File: config.mk
export PLATFORM = sky130hd
export DESIGN_NAME = pll_lock_seq
export DESIGN_NICKNAME = d
export VERILOG_FILES = /design/src/rtl/pll_seq_pkg.sv /design/src/rtl/sync_2ff.sv /design/src/rtl/pll_lock_seq.sv
export SDC_FILE = /design/constraint.sdc
export NUM_CORES = 1
export LEC_CHECK = 0
export CORE_MARGIN = 5
export CORE_UTILIZATION = 30
export DETAILED_ROUTE_END_ITERATION = 16
export PLACE_DENSITY_LB_ADDON = 0.08
export SETUP_SLACK_MARGIN = 0.15
export SLEW_MARGIN = 20
export SYNTH_ARGS = -nofsm -noshare
export SYNTH_HDL_FRONTEND = slang
export SYNTH_HIERARCHICAL = 1
export SYNTH_SLANG_ARGS = --single-unit
File: constraint.sdc
create_clock -name clk -period 3.3 [get_ports clk]
set_input_delay 0.825 -clock clk [delete_from_list [all_inputs] [get_ports clk]]
set_output_delay 0.825 -clock clk [all_outputs]
set_load 0.02 [all_outputs]
File: src/rtl/pll_seq_pkg.sv
// PLL lock sequencer shared types.
// State encoding and status field widths.
package pll_seq_pkg;

  localparam int STATE_W = 3;
  localparam int RETRY_W = 2;
  localparam int LOSS_W  = 8;

  typedef enum logic [STATE_W-1:0] {
    ST_PLLRST   = 3'd0,
    ST_WAITLOCK = 3'd1,
    ST_STABLE   = 3'd2,
    ST_RUN      = 3'd3,
    ST_FAIL     = 3'd4
  } state_e;

  function automatic int max3(
    input int a,
    input int b,
    input int c
  );
    int m;
    m = a;
    if (b > m) m = b;
    if (c > m) m = c;
    return m;
  endfunction

endpackage

File: src/rtl/sync_2ff.sv
// Two-flop synchronizer, 1 bit.
// Async active-low reset clears both stages.
module sync_2ff (
  input  logic clk,
  input  logic rst_n,
  input  logic d,
  output logic q
);

  logic s1;

  always_ff @(posedge clk or negedge rst_n) begin
    if (!rst_n) begin
      s1 <= 1'b0;
      q  <= 1'b0;
    end else begin
      s1 <= d;
      q  <= s1;
    end
  end

endmodule

File: src/rtl/pll_lock_seq.sv
// PLL bring-up sequencer: reset hold, lock wait,
// stability window, run monitoring and retry/fail.
module pll_lock_seq
  import pll_seq_pkg::*;
#(
  parameter int RST_CYCLES    = 16,
  parameter int LOCK_TIMEOUT  = 16000,
  parameter int STABLE_CYCLES = 1600,
  parameter int MAX_RETRIES   = 3
) (
  input  logic               clk,
  input  logic               rst_n,
  input  logic               locked,
  input  logic               restart,
  output logic               pll_resetb,
  output logic               sys_rst_n,
  output logic               fail,
  output logic [STATE_W-1:0] state,
  output logic [RETRY_W-1:0] retry_cnt,
  output logic [LOSS_W-1:0]  loss_cnt
);

  localparam int CNT_MAX =
    max3(RST_CYCLES, LOCK_TIMEOUT, STABLE_CYCLES);
  localparam int CNT_W = $clog2(CNT_MAX);

  localparam logic [CNT_W-1:0] RST_END =
    CNT_W'(RST_CYCLES - 1);
  localparam logic [CNT_W-1:0] LOCK_END =
    CNT_W'(LOCK_TIMEOUT - 1);
  localparam logic [CNT_W-1:0] STAB_END =
    CNT_W'(STABLE_CYCLES - 1);
  localparam logic [RETRY_W-1:0] RETRY_MAX =
    RETRY_W'(MAX_RETRIES);

  logic               lock_s;
  state_e             st, st_n;
  logic [CNT_W-1:0]   cnt, cnt_n;
  logic [RETRY_W-1:0] retry_n;
  logic [LOSS_W-1:0]  loss_n;
  logic               do_retry;

  sync_2ff u_sync (
    .clk   (clk),
    .rst_n (rst_n),
    .d     (locked),
    .q     (lock_s)
  );

  always_comb begin
    st_n     = st;
    retry_n  = retry_cnt;
    loss_n   = loss_cnt;
    do_retry = 1'b0;
    unique case (st)
      ST_PLLRST: begin
        if (cnt == RST_END) st_n = ST_WAITLOCK;
      end
      ST_WAITLOCK: begin
        if (lock_s) st_n = ST_STABLE;
        else if (cnt == LOCK_END) do_retry = 1'b1;
      end
      ST_STABLE: begin
        if (!lock_s) do_retry = 1'b1;
        else if (cnt == STAB_END) st_n = ST_RUN;
      end
      ST_RUN: begin
        if (!lock_s) begin
          do_retry = 1'b1;
          if (loss_cnt != '1) loss_n = loss_cnt + 1'b1;
        end
      end
      ST_FAIL: ;
      default: st_n = ST_PLLRST;
    endcase
    if (do_retry) begin
      if (retry_cnt == RETRY_MAX) begin
        st_n = ST_FAIL;
      end else begin
        retry_n = retry_cnt + 1'b1;
        st_n    = ST_PLLRST;
      end
    end
    if (st_n == ST_RUN && st != ST_RUN) retry_n = '0;
    if (restart) begin
      st_n    = ST_PLLRST;
      retry_n = '0;
    end
    // Counter idles in RUN/FAIL so it can never wrap.
    if (restart || st_n != st) cnt_n = '0;
    else if (st == ST_RUN || st == ST_FAIL) cnt_n = cnt;
    else cnt_n = cnt + 1'b1;
  end

  always_ff @(posedge clk or negedge rst_n) begin
    if (!rst_n) begin
      st         <= ST_PLLRST;
      cnt        <= '0;
      retry_cnt  <= '0;
      loss_cnt   <= '0;
      pll_resetb <= 1'b0;
      sys_rst_n  <= 1'b0;
      fail       <= 1'b0;
    end else begin
      st         <= st_n;
      cnt        <= cnt_n;
      retry_cnt  <= retry_n;
      loss_cnt   <= loss_n;
      pll_resetb <= !(st_n == ST_PLLRST ||
                      st_n == ST_FAIL);
      sys_rst_n  <= (st_n == ST_RUN);
      fail       <= (st_n == ST_FAIL);
    end
  end

  assign state = st;

endmodule

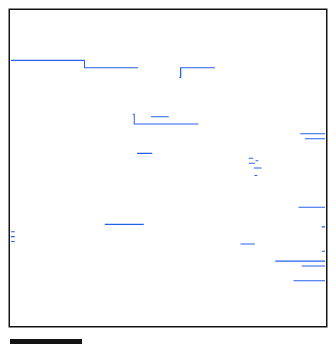
Fig. 1. M3 wires.
Bar = 20 µm.
- nets with wire on the layer: 20
- wire length on this layer: 148 µm
- share of all routed wire: 3.6%
GR Util met3: 3.20%
Post-Route WL: 4120 µm
via count: 1440

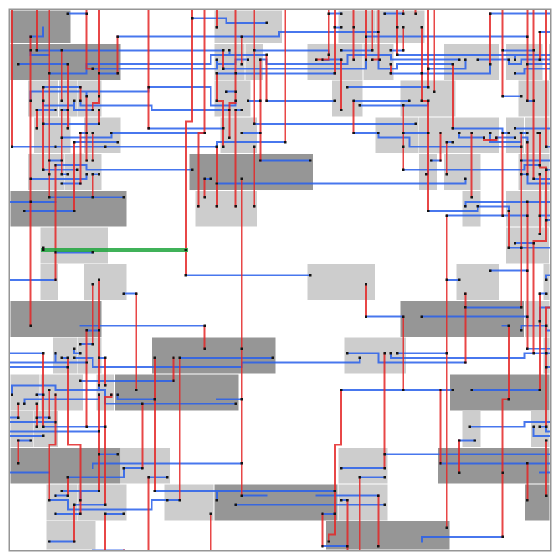
Fig. 2. A small window of the routed layout.
Window x 24 to 64, y 6 to 46 µm. Cells in gray, sequential cells in the stronger gray; small squares are vias.
- green: metal 3
- red: metal 2
- blue: metal 1
- cells with their middle in the window: 66
- most frequent: dfrtp_1 (12), clkdlybuf4s50_1 (6), nand4_1 (4)
- netlist names of flops here include: `loss_cnt` (4), `cnt` (3), `state` (3)
- sequential cells in the window: 12

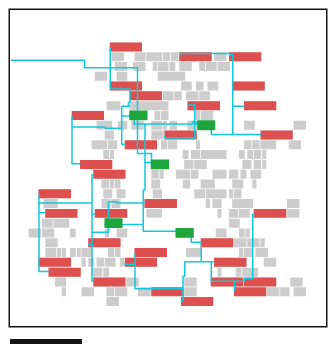
Fig. 3. Clock distribution.
Bar = 20 µm.
- green: clock drivers (count 5)
- cyan: clock wires (length 499 µm)
- red: flip-flops (count 32)
- routed clock nets: 6
- flops lie: widely spread
clk_skew: 4.83 ps
Latency at later pin: 280 ps
P_clk: 369 µW
clock power share: 45.7%

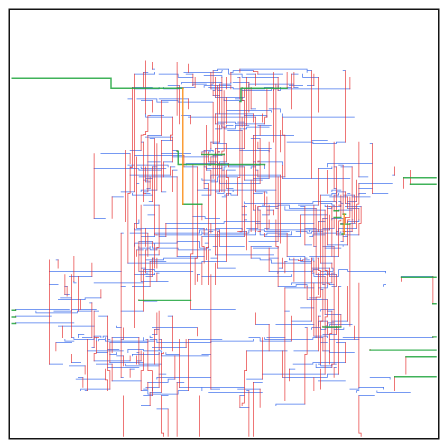
Fig. 4. Wiring by layer.
- green: metal 3 (wire length 148 µm)
- red: metal 2 (wire length 2040 µm)
- orange: metal 4 (wire length 27.9 µm)
- blue: metal 1 (wire length 1910 µm)
DR WL/cell: 15.6 µm
total track usage: 11.8%

==> impl_metrics.tcl <==
# flow metrics
set metrics [dict create \
    power_frac_seq_pct 49.9 \
    path_cells "clkdlybuf4s50_1" \
    utilization_pct 37.1 \
    p_seq_uw 403 \
    dr.pass1.iters 5 \
    ys_types 51 \
    fa_ha_area_share_pct 2.07 \
    required_ps 2470 \
    timing.rr.end "cnt[11]" \
    cts.sinks 32 \
    fin_setup_tns_ps 0 \
    dieArea_um2 7700 \
    ctsResizeCount 0 \
    synth_flops 32 \
    largest_reg_flops 14 \
    flops 32 \
    dp_hpwl_um 2840 \
    routabilityCongestion 0.779 \
    syn_avg_cell_area_um2 11.0 \
    path_delay_family "buffers and inverters" \
    drt_iter0_markers 91 \
    reg2reg_depth 5 \
    post-route-period-util_pct 74.3 \
    numCtsBuffers 5 \
    slowest_stage "clkdlybuf4s50_1" \
    grt_overflow 0 \
    netlist_instances 165 \
    switching_share_pct 21.4 \
    min-delay-start "u_sync/s1" \
    top_cell_area_share_pct 44.1 \
    drv_cap 0 \
    grt_pass1_wl_um 7070 \
    maxSlewViolCount 0 \
    status "finished, final reports clean" \
    synth_nets 172 \
    n_all_buffers 21 \
    synthMuxAreaShare_pct 1.17 \
    tap_cells 75 \
    crit_type "reg -> out" \
    cp-start-kind "flip-flop" \
    p_int_uw 634 \
    comb_cells 122 \
    comb_power_share_pct 4.4 \
    path_buffers 1 \
]
[layer usage]
metal  routed length [µm]  share of wire [%]  vias up  track usage (%)
li1                     -                  -      678                -
met1                 1910                 46      726             15.1
met2                 2040                 49       32             19.3
met3                  147                3.6        4             3.20
met4                   27               0.66        0             3.77
met5                    0                  0        -                0
[per-stage QoR]
| step | setup WS (ps) | instances | hold slack (ps) | cell area (µm²) |
|---|---|---|---|---|
| 5_1_grt | 759 | 264 | 383 | 2190 |
| 3_5_place_dp | 1130 | 256 | 337 | 2080 |
| 3_3_place_gp | 1160 | 256 | 341 | 2080 |
| 2_1_floorplan | 1500 | 165 | 331 | 1810 |
| 6_report | 847 | 264 | 354 | 2190 |
| 4_1_cts | 808 | 264 | 354 | 2190 |
No activity file was given, so power comes from the tool's default toggle rates.
